File: src/rtl/imem_loader.sv
// imem_loader: byte-stream program loader on the write side of instruction memory.
// A 16-bit little-endian word count is followed by that many 32-bit little-endian
// words. The words are written to sequential word addresses starting at 0, and the
// CPU is held in stall until the image is complete.
// Optional build macro IMEM_LOADER_CHECKSUM_EN: after the data, a trailing byte must
// equal the 8-bit sum of all data bytes.
module imem_loader #(
  parameter int unsigned DEPTH  = 16384,
  parameter int unsigned ADDR_W = 32
) (
  input  logic              clk,
  input  logic              rst,
  input  logic              reload,
  input  logic              byte_valid,
  input  logic [7:0]        byte_data,
  output logic              byte_ready,
  output logic              wr_en,
  output logic [ADDR_W-1:0] wr_addr,
  output logic [31:0]       wr_data,
  output logic              cpu_hold,
  output logic              load_done,
  output logic              err
);

  localparam int unsigned CNT_W = $clog2(DEPTH + 1);

  typedef enum logic [2:0] {
    ST_LEN_LO = 3'd0,
    ST_LEN_HI = 3'd1,
    ST_DATA   = 3'd2,
`ifdef IMEM_LOADER_CHECKSUM_EN
    ST_CSUM   = 3'd3,
`endif
    ST_DONE   = 3'd4,
    ST_ERR    = 3'd5
  } state_e;

  // State entered once the last data word (or an empty header) has been taken
`ifdef IMEM_LOADER_CHECKSUM_EN
  localparam state_e ST_FIN = ST_CSUM;
`else
  localparam state_e ST_FIN = ST_DONE;
`endif

  state_e             state_q, state_d;
  logic [15:0]        len_q, len_d;
  logic [1:0]         byte_idx_q, byte_idx_d;
  logic [CNT_W-1:0]   word_cnt_q, word_cnt_d;
  logic [23:0]        buf_q, buf_d;
  logic               wr_en_q, wr_en_d;
  logic [ADDR_W-1:0]  wr_addr_q, wr_addr_d;
  logic [31:0]        wr_data_q, wr_data_d;
  logic               cpu_hold_q, cpu_hold_d;
  logic               load_done_q, load_done_d;
  logic               err_q, err_d;
`ifdef IMEM_LOADER_CHECKSUM_EN
  logic [7:0]         sum_q, sum_d;
`endif

  logic        accept;
  logic [15:0] len_full;
  logic        last_word;

  assign accept    = byte_valid && byte_ready;
  assign len_full  = {byte_data, len_q[7:0]};
  assign last_word = (32'(word_cnt_q) + 32'd1) == 32'(len_q);

  // Register update; every register returns to its idle value on rst
  always_ff @(posedge clk or posedge rst) begin
    if (rst) begin
      state_q     <= ST_LEN_LO;
      len_q       <= '0;
      byte_idx_q  <= '0;
      word_cnt_q  <= '0;
      buf_q       <= '0;
      wr_en_q     <= 1'b0;
      wr_addr_q   <= '0;
      wr_data_q   <= '0;
      cpu_hold_q  <= 1'b1;
      load_done_q <= 1'b0;
      err_q       <= 1'b0;
`ifdef IMEM_LOADER_CHECKSUM_EN
      sum_q       <= '0;
`endif
    end else begin
      state_q     <= state_d;
      len_q       <= len_d;
      byte_idx_q  <= byte_idx_d;
      word_cnt_q  <= word_cnt_d;
      buf_q       <= buf_d;
      wr_en_q     <= wr_en_d;
      wr_addr_q   <= wr_addr_d;
      wr_data_q   <= wr_data_d;
      cpu_hold_q  <= cpu_hold_d;
      load_done_q <= load_done_d;
      err_q       <= err_d;
`ifdef IMEM_LOADER_CHECKSUM_EN
      sum_q       <= sum_d;
`endif
    end
  end

  // Next state: reload wins over any byte accepted in the same cycle
  always_comb begin
    state_d = state_q;
    if (reload) begin
      state_d = ST_LEN_LO;
    end else if (accept) begin
      case (state_q)
        ST_LEN_LO: state_d = ST_LEN_HI;
        ST_LEN_HI: begin
          if (len_full == 16'd0)               state_d = ST_FIN;
          else if (32'(len_full) > DEPTH)      state_d = ST_ERR;
          else                                 state_d = ST_DATA;
        end
        ST_DATA: begin
          if (byte_idx_q == 2'd3 && last_word) state_d = ST_FIN;
        end
`ifdef IMEM_LOADER_CHECKSUM_EN
        ST_CSUM:   state_d = (byte_data == sum_q) ? ST_DONE : ST_ERR;
`endif
        default:   state_d = state_q;
      endcase
    end
  end

  // Byte handshake depends on state only
  always_comb begin
    case (state_q)
      ST_LEN_LO, ST_LEN_HI, ST_DATA: byte_ready = 1'b1;
`ifdef IMEM_LOADER_CHECKSUM_EN
      ST_CSUM:                       byte_ready = 1'b1;
`endif
      default:                       byte_ready = 1'b0;
    endcase
  end

  // Length capture, word assembly, write strobe and status outputs
  always_comb begin
    len_d       = len_q;
    byte_idx_d  = byte_idx_q;
    word_cnt_d  = word_cnt_q;
    buf_d       = buf_q;
    wr_en_d     = 1'b0;
    wr_addr_d   = wr_addr_q;
    wr_data_d   = wr_data_q;
`ifdef IMEM_LOADER_CHECKSUM_EN
    sum_d       = sum_q;
`endif
    if (reload) begin
      len_d      = '0;
      byte_idx_d = '0;
      word_cnt_d = '0;
      buf_d      = '0;
`ifdef IMEM_LOADER_CHECKSUM_EN
      sum_d      = '0;
`endif
    end else if (accept) begin
      case (state_q)
        ST_LEN_LO: len_d[7:0]  = byte_data;
        ST_LEN_HI: len_d[15:8] = byte_data;
        ST_DATA: begin
`ifdef IMEM_LOADER_CHECKSUM_EN
          sum_d = sum_q + byte_data;
`endif
          byte_idx_d = byte_idx_q + 2'd1;
          case (byte_idx_q)
            2'd0: buf_d[7:0]   = byte_data;
            2'd1: buf_d[15:8]  = byte_data;
            2'd2: buf_d[23:16] = byte_data;
            default: begin
              wr_en_d    = 1'b1;
              wr_data_d  = {byte_data, buf_q};
              wr_addr_d  = ADDR_W'(word_cnt_q);
              word_cnt_d = word_cnt_q + CNT_W'(1);
            end
          endcase
        end
        default: ;
      endcase
    end
    cpu_hold_d  = (state_d != ST_DONE);
    load_done_d = (state_d == ST_DONE);
    err_d       = (state_d == ST_ERR);
  end

  assign wr_en     = wr_en_q;
  assign wr_addr   = wr_addr_q;
  assign wr_data   = wr_data_q;
  assign cpu_hold  = cpu_hold_q;
  assign load_done = load_done_q;
  assign err       = err_q;

endmodule

File: config.mk
export PLATFORM = sky130hd
export DESIGN_NAME = imem_loader
export DESIGN_NICKNAME = d
export VERILOG_FILES = /design/src/rtl/imem_loader.sv
export SDC_FILE = /design/constraint.sdc
export NUM_CORES = 1
export LEC_CHECK = 0
export CAP_MARGIN = 20
export CORE_MARGIN = 3
export CORE_UTILIZATION = 31
export DETAILED_ROUTE_END_ITERATION = 6
export GPL_TIMING_DRIVEN = 0
export PLACE_DENSITY = 0.48
export SYNTH_ARGS = -nofsm -noshare
export SYNTH_HDL_FRONTEND = slang
export SYNTH_SLANG_ARGS = --single-unit
export TNS_END_PERCENT = 1
File: constraint.sdc
create_clock -name clk -period 4.3 [get_ports clk]
set_input_delay 0.86 -clock clk [delete_from_list [all_inputs] [get_ports clk]]
set_output_delay 0.86 -clock clk [all_outputs]
set_load 0.005 [all_outputs]
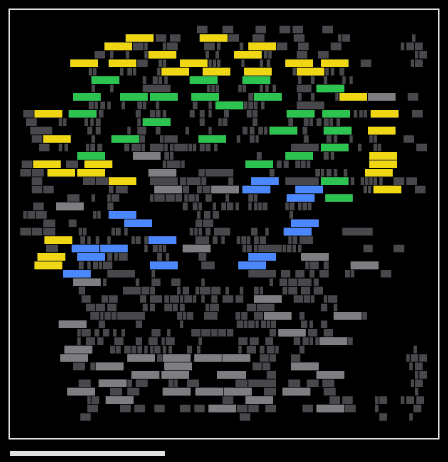
Fig. 1. Register map, names as in the netlist (run 1).
The bar under the picture is 50 um long.
| name in the netlist | colour | placed flops |
|---|---|---|
| `buf_q` | green | 24 |
| `len_q` | blue | 16 |
| `wr_data` | yellow | 32 |
not coloured: 39
Seq area share: 41.42%
Storage cell area: 2779 um2

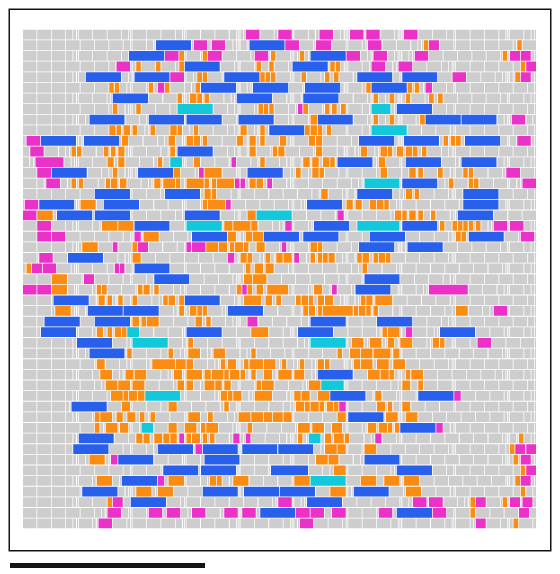
Fig. 2. Cells coloured by class (run 1).
The bar under the picture is 50 um long. Fill, decap, tap and diode cells in grey.
| class | colour | cells | share of their area |
|---|---|---|---|
| flops | blue | 111 | 43% |
| all other logic | orange | 428 | 37% |
| clock drivers and dummy loads | cyan | 16 | 5.0% |
| other buffers and delay cells | magenta | 115 | 15% |
final core utilization: 39.89%
FP Rows: 47
Core Area: 16,820 um2
design area: 6709 um2

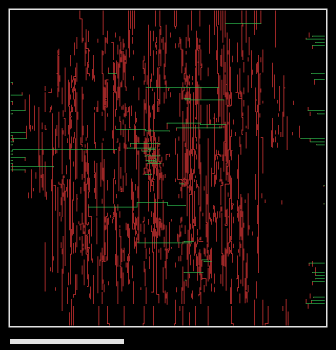
Fig. 3. Routed metal, one colour a layer (run 1).
The bar under the picture is 50 um long. Two of the layers only.
| layer | colour | wire length |
|---|---|---|
| met2 | red | 6,410 um |
| met3 | green | 501 um |
Total Routed Length: 13,730 um
Total GRT Usage: 14.25%

==> summary.txt, run 1 <==
run results: outcome=finished, final reports clean, post-route insts no fill=890, crit end category=flop, area leader, netlist=dfrtp_1, min-delay src=buf_q[2], mi-comb count=418, clock group power=slightly below 900 uW, yosys stat area=5420 um2, GRT met2 Usage=22.28%, fraction of area in multi-input gates=34.93%, WHS Endpoint=wr_data[2], fa+ha+maj area frac=under 10%, RSZ-0062 raised after global routing=no, synthesized-area fraction occupied by ao, oa, aoi and oai cells=8.980%, FP Core Util=approximately a third, Inst Count DP=874, vias in the first global route=between 4,000 and 5,000, Combinational Power=159 uW, Comb power frac=7.6%, slew of the pin with the lowest slew margin=roughly 860 ps, comb area leader=simple AND/OR/NAND/NOR gates, most used flip-flop cell=dfrtp_1, Internal=1.591 mW, fill count=1,717, CTS tree=yes, yosys cell count=577, CP Data Arrival Time=~3200 ps, worst path cell trace=clkdlybuf4s50_1, nor4_1, nand4_1, mux2_4, a311o_1, nor3b_2, a31o_1, Pre-Repair DR Iteration Count=7, global route hottest layer=met2, CP Depth=7, clock network area share=~4.8%, first-pass GRT wire length=21,990 um, met1 Usage GRT=approximately a fifth, CTS sink cnt=111, R2R Setup Slk=between 1500 and 2000 ps, r2r worst-path depth=7, number of flip-flops in the largest register=32, Post-synth top cells=nand2_1 (149), dfrtp_1 (110), a21oi_1 (50), WHS Path Cells=2, top routing layer in use=met4, asr flop ratio synth=100.0%, DR vias=4,219, total power=2.100 mW, H-tree Lvls=3, Tmin final=approximately 2900 ps, maximum fanout along the worst path=7, reg-to-reg startpoint=word_cnt_q[1], clock share of power=41.6%, Area contributors post-synth=dfrtp_1 (51%), nand2_1 (10%), a21oi_1 (4.6%), nand3_1 (2.9%), buf_4 (2.8%), Crit path max-delay family=simple AND/OR/NAND/NOR gates, largest net degree at the start of global routing=66, Synth Seq Share=51.27%, vias per cell=4.740, Hold Path Class=flop to flop, P_seq=1.07 mW, Max Transition Viols Final=0, simple-gate share of the synthesized area=22.41%, CTS Buffer Depth=2, Worst EP required=4590 ps, ANT nets after route=0, Clock Skew=roughly 8 ps, fin crit share=67.59%, Wirelength per Cell=between 15 and 20 um, max-cap violations=0, Sequential Power Share=50.8%, Clk Tree Root Cell=clkbuf_16, met3 Usage GRT=2.555%, Registers, synthesis=111, most common cell in the netlist=nand2_1, largest power group=sequential cells, number of port buffers=60, Comb area=between 2000 and 2500 um2, Die X=between 100 and 150 um, IO Pins=81, slew margin rel.=42.20%, worst setup margin=1394 ps, count of cells resized by post-cts repair=0, DRT iter0 DRCs=286, drt drc=0, Fmax achieved=344.1 MHz, critical path launch point type=input pin, initial antenna violation count=0, Area leader share=50.78%, GRT Residual Overflow=0, Cell Area, Placed=6389 um2, metal2 WL=6411 um, most numerous logic cell after layout=nand2_1, tap cells=220, buffering overhead=14.14%
Fig. 4: run 1, local utilization
The die is cut into 14 by 14 equal tiles; black is low, pale yellow is high, 0 to 100% covered.
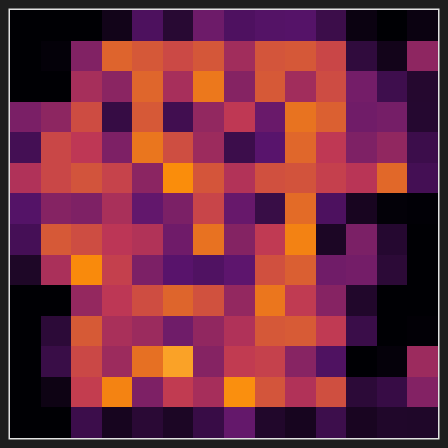

==> run 2, diff against run 1 <==
Clock period 4.3 ns to 2.8 ns, I/O delays scaled along.
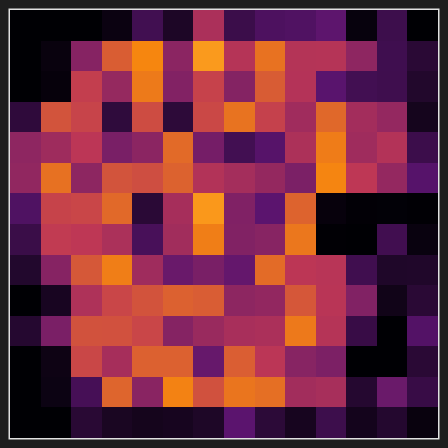
Fig. 5. Local utilization (run 2).
The die is cut into 14 by 14 equal tiles; black is low, pale yellow is high, 0 to 100% covered.
nearly empty tiles: 11%
emptiest ninth of the die: south-east
mean over tiles: 34%
FP Core Util: 32.23%
final core utilization: 39.85%

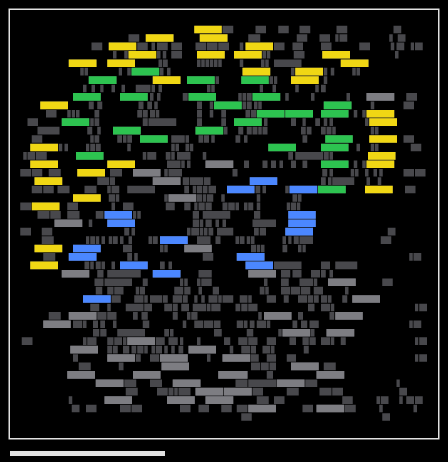
Fig. 6. Register map, names as in the netlist (run 2).
The bar under the picture is 50 um long.
Seq area share: 41.47%
P_seq: 1.64 mW

==> run 2 against run 1 <==
  * Cell area shrank 0.11%
  * Cell count grew 0.11%
  * Sequential share of layout area is essentially flat
  * Sequential cell count is the same
  * Global-route usage grew 0.72 points
  * Highest routed layer unchanged
  * Clock skew shrank 0.91 ps
  * Clock-buffer cell count grew 2
  * Total power grew 52%
==> summary.txt, run 2 <==
run results: Total Routed Length=13,910 um (+1.3%), Comb area=2344 um2 (unchanged), RSZ-0062 raised after global routing=no, largest net degree at the start of global routing=42 (-36%), DR vias=4,263 (+1.0%), Crit path max-delay family=simple AND/OR/NAND/NOR gates, Synth Seq Share=51.27% (unchanged), most common cell in the netlist=nand2_1, met3 Usage GRT=2.624% (+0.069 points), outcome=finished, final reports clean, yosys stat area=5420 um2 (unchanged), CTS Buffer Depth=2 (unchanged), R2R Setup Slk=310 ps (-1510 ps), GRT met2 Usage=23.15% (+0.87 points), drt drc=0 (unchanged), CP Depth=7 (unchanged), Tmin final=2580 ps, initial antenna violation count=0 (unchanged), Die X=138.2 um (unchanged), Clk Tree Root Cell=clkbuf_16, fraction of area in multi-input gates=34.97% (+0.039 points), comb area leader=simple AND/OR/NAND/NOR gates, most used flip-flop cell=dfrtp_1, H-tree Lvls=3 (unchanged), Comb power frac=7.7% (about the same), Core Area=16,820 um2 (unchanged), fa+ha+maj area frac=1.154% (unchanged), Sequential Power Share=51.2% (+0.4 points), Max Transition Viols Final=0 (unchanged), vias in the first global route=4,304 (+4.4%), Fmax achieved=approximately 390 MHz, CP Data Arrival Time=2870 ps (-320 ps), crit end category=flop, reg-to-reg startpoint=word_cnt_q[1], r2r worst-path depth=7 (unchanged), maximum fanout along the worst path=7 (unchanged), CTS tree=yes, Registers, synthesis=111 (unchanged), top routing layer in use=met4, asr flop ratio synth=100.0% (unchanged), WHS Endpoint=state_q[0], DRT iter0 DRCs=290 (+1.4%), worst hold margin=464.3 ps, yosys cell count=577 (unchanged), met1 Usage GRT=20.99% (+0.66 points), FP Rows=47 (unchanged), clock group power=1.32 mW (+51%), fill count=1,744 (+1.6%), area leader, netlist=dfrtp_1, Cell Area, Placed=6400 um2 (+0.18%), WHS Path Cells=2 (unchanged), buffering overhead=14.34% (+0.20 points), vias per cell=4.785 (+0.93%), Clock Skew=7.171 ps (-0.9121 ps), simple-gate share of the synthesized area=22.41% (unchanged), Area leader share=50.78% (unchanged), Area contributors post-synth=dfrtp_1 (51%), nand2_1 (10%), a21oi_1 (4.6%), nand3_1 (2.9%), buf_4 (2.8%), min-delay src=reload, CTS sink cnt=111 (unchanged), fin crit share=92.16%, slew of the pin with the lowest slew margin=869.6 ps (+9.182 ps), metal2 WL=6366 um (-0.70%), critical path launch point type=input pin, largest power group=sequential cells, Combinational Power=246 uW (+55%), mi-comb count=418 (unchanged), Inst Count DP=875 (+0.11%), worst setup margin=219.5 ps (-1174 ps), tap cells=220 (unchanged), slew margin rel.=41.58% (-0.62 points), ANT nets after route=0 (unchanged), IO Pins=81 (unchanged), synthesized-area fraction occupied by ao, oa, aoi and oai cells=8.980% (unchanged), most numerous logic cell after layout=nand2_1, Pre-Repair DR Iteration Count=4 (-3), clock share of power=41.1% (-0.5 points), max-cap violations=0 (unchanged), count of cells resized by post-cts repair=0 (unchanged), global route hottest layer=met2, Wirelength per Cell=15.61 um (+1.2%)
Fig. 7: run 2, routed metal, one colour a layer
The bar under the picture is 50 um long. Two of the layers only.
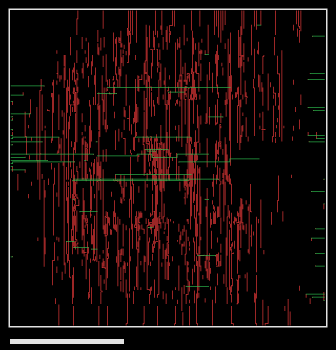

==> run 3, diff against run 2 <==
Settings changed: CTS_CLUSTER_SIZE set to 30, GPL_TIMING_DRIVEN 0 to not set, TNS_END_PERCENT 1 to not set.
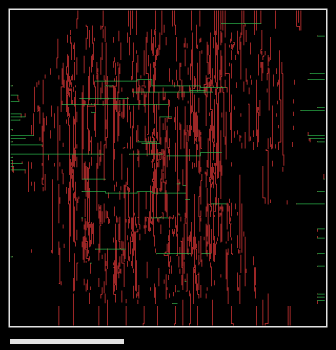
Fig. 8. Routed metal, one colour a layer (run 3).
The bar under the picture is 50 um long. Two of the layers only.
| layer | colour | wire length |
|---|---|---|
| met2 | red | 6,040 um |
| met3 | green | 553 um |
DR vias: 4,114
Total Routed Length: 13,110 um
Wirelength per Cell: 15.28 um

==> run 3 against run 2 <==
  * Sequential power about the same
  * Critical path depth unchanged
  * Clock skew up 2.0 ps
  * Combinational power down 8.1%
  * Setup slack better by 190 ps
  * Synthesized cell count unchanged
  * Die area unchanged
  * Fmax up 7.8%
  * Utilization down 0.93 points
==> summary.txt, run 3 <==
run results: Synth Seq Share=51.27% (unchanged), yosys cell count=577 (unchanged), clock share of power=40.8% (-0.3 points), die height=138.2 um, DRT iter0 DRCs=281 (-3.1%), buffering overhead=12.23% (-2.1 points), CTS clk-pin slew, worst paths=about 70 ps, most numerous logic cell after layout=nand2_1, Storage cell area=2779 um2, CTS tree=yes, Inst Count DP=842 (-3.8%), synthesized-area fraction occupied by ao, oa, aoi and oai cells=8.980% (unchanged), Max stage delay cell, worst path=clkdlybuf4s50_1, IO Pins=81 (unchanged), Area contributors post-synth=dfrtp_1 (51%), nand2_1 (10%), a21oi_1 (4.6%), nand3_1 (2.9%), buf_4 (2.8%), Combinational Power=226 uW (-8.1%), Final Hold Fails=0, Clk Tree Root Cell=clkbuf_16, XOR Share, Synth=4.663%, Clock Skew=9.125 ps (+1.954 ps), end point of the critical path=load_done, vias per cell=4.795 (+0.22%), number of flip-flops in the largest register=32, drt drc=0 (unchanged), Sequential Power Share=52.0% (+0.8 points), met3 Usage GRT=3.039% (+0.41 points), asr flop ratio synth=100.0% (unchanged), sw frac=around 24%, slew of the pin with the lowest slew margin=497.9 ps (-371.7 ps), crit end category=flop, slew margin rel.=66.72% (+25 points), R2R Setup Slk=560 ps (+250 ps), max-cap violations=0 (unchanged), LEAKAGE=2.943 nW, Tmin final=2394 ps (-186.5 ps), tap cells=220 (unchanged), Worst EP required=3090 ps, crit path kind=input pin to flop, Pwr Density=482.8 nW/um2, Post-Synthesis Cells=577, largest net degree at the start of global routing=73 (+74%), Cell Area, Placed=6242 um2 (-2.5%), RSZ-0062 raised after global routing=no, WHS Path Cells=2 (unchanged), Total GRT Usage=14.04%, FP Rows=47 (unchanged), fin crit share=85.50% (-6.7 points), Seq area share=42.46% (+0.99 points), mi-comb count=418 (unchanged), worst path cell trace=clkdlybuf4s50_1, nor4_1, nand4_1, mux2_4, a311o_1, nor3b_2, a31o_1, Pre-Repair DR Iteration Count=4 (unchanged), CLK BUF=12, ANT nets after route=0 (unchanged), most common cell in the netlist=nand2_1, Signal inverters=10, Antenna Diode Count=0, CP Data Arrival Time=2690 ps (-180 ps), largest power group=sequential cells, number of buffers created by CTS=9, RR Endpoint=load_done, Worst VDD drop=0.3102 mV, Final setup viols=0, P_seq=1.64 mW (about the same), most frequent cells in the layout=nand2_1 (149), dfrtp_1 (110), clkdlybuf4s50_1 (62), worst hold margin=471.3 ps (+6.986 ps), GRT Residual Overflow=0, Signal buffers=just over 80, worst skew pair latency=360 ps, mux contribution to synthesized area=4.848%, count of cells resized by post-cts repair=0 (unchanged), Comb area=2346 um2 (+0.11%), Registers, synthesis=111 (unchanged), FP Core Util=32.23% (unchanged), EDFF count, synth=0, OpenROAD warnings=29, met3 wire len=552 um, CTS sink cnt=111 (unchanged), r2r worst-path depth=6 (-1), design area=about 6500 um2, share of cells above drive strength 1=10.03%, total power=3.160 mW, Fmax achieved=417.7 MHz (+7.8%), first-pass GRT wire length=21,690 um, worst setup margin=406.0 ps (+186.5 ps), most used flip-flop cell=dfrtp_1, critical path launch point type=input pin, met1 Usage GRT=19.64% (-1.3 points), largest stage delay on the critical path=480 ps, H-tree Lvls=3 (unchanged), DRT met1 WL=around 6200 um, metal2 WL=6043 um (-5.1%), final setup TNS=0 ps, fraction of area in multi-input gates=35.84% (+0.87 points), seq_cells=111, Post-synth top cells=nand2_1 (149), dfrtp_1 (110), a21oi_1 (50), Netlist Area Pre-Place=5420 um2, post-CTS setup buffers=0, reg-to-reg startpoint=len_q[2], NetSw=770.4 uW, Critical path buffers and inverters=1, yosys stat area=5420 um2 (unchanged), global route hottest layer=met2, clock group power=1.29 mW (about the same), Core Area=16,820 um2 (unchanged), simple-gate share of the synthesized area=22.41% (unchanged), Final HPWL DP=just over 9000 um, Comb power frac=7.1% (-0.6 points), Worst Setup SP=byte_data[5], Crit path max-delay family=simple AND/OR/NAND/NOR gates, WHS Endpoint=wr_data[3], NumNets Final=between 600 and 700, Internal=roughly 2.4 mW, vias in the first global route=4,086 (-5.1%), Die X=138.2 um (unchanged), outcome=finished, final reports clean, syn_area_per_cell=9.394 um2, comb area leader=simple AND/OR/NAND/NOR gates, initial antenna violation count=0 (unchanged), fill count=1,725 (-1.1%), GRT met2 Usage=21.35% (-1.8 points), layout overhead on the synthesized area=20.75%, GPL Wtd Cong=0.7900, area leader, netlist=dfrtp_1, maximum fanout along the worst path=5 (-2), Area leader share=50.78% (unchanged), Syn. warnings=0, hold-fix buffers at CTS=0, Yosys cell types=about 55, CTS Buffer Depth=2 (unchanged), fa+ha+maj area frac=1.154% (unchanged), Max Transition Viols Final=0 (unchanged), clock network area share=4.626%, Hold Path Class=flop to flop, top routing layer in use=met4, min-delay src=buf_q[3], CP Depth=7 (unchanged)
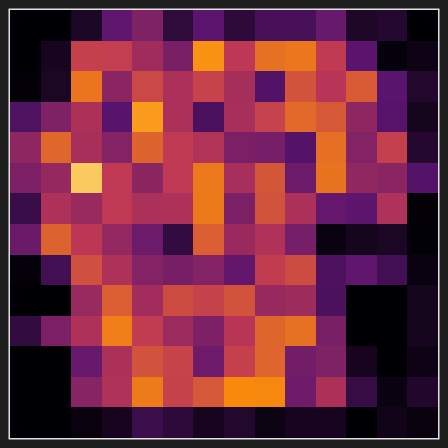
Fig. 9. Local utilization (run 3).
The die is cut into 14 by 14 equal tiles; black is low, pale yellow is high, 0 to 100% covered.
tiles over 75% full: 1.5%
emptiest ninth of the die: south-east
mean over tiles: 33%
fullest tile: 89%
nearly empty tiles: 12%
final core utilization: 38.92%

Power is estimated from default activity; no workload was simulated.
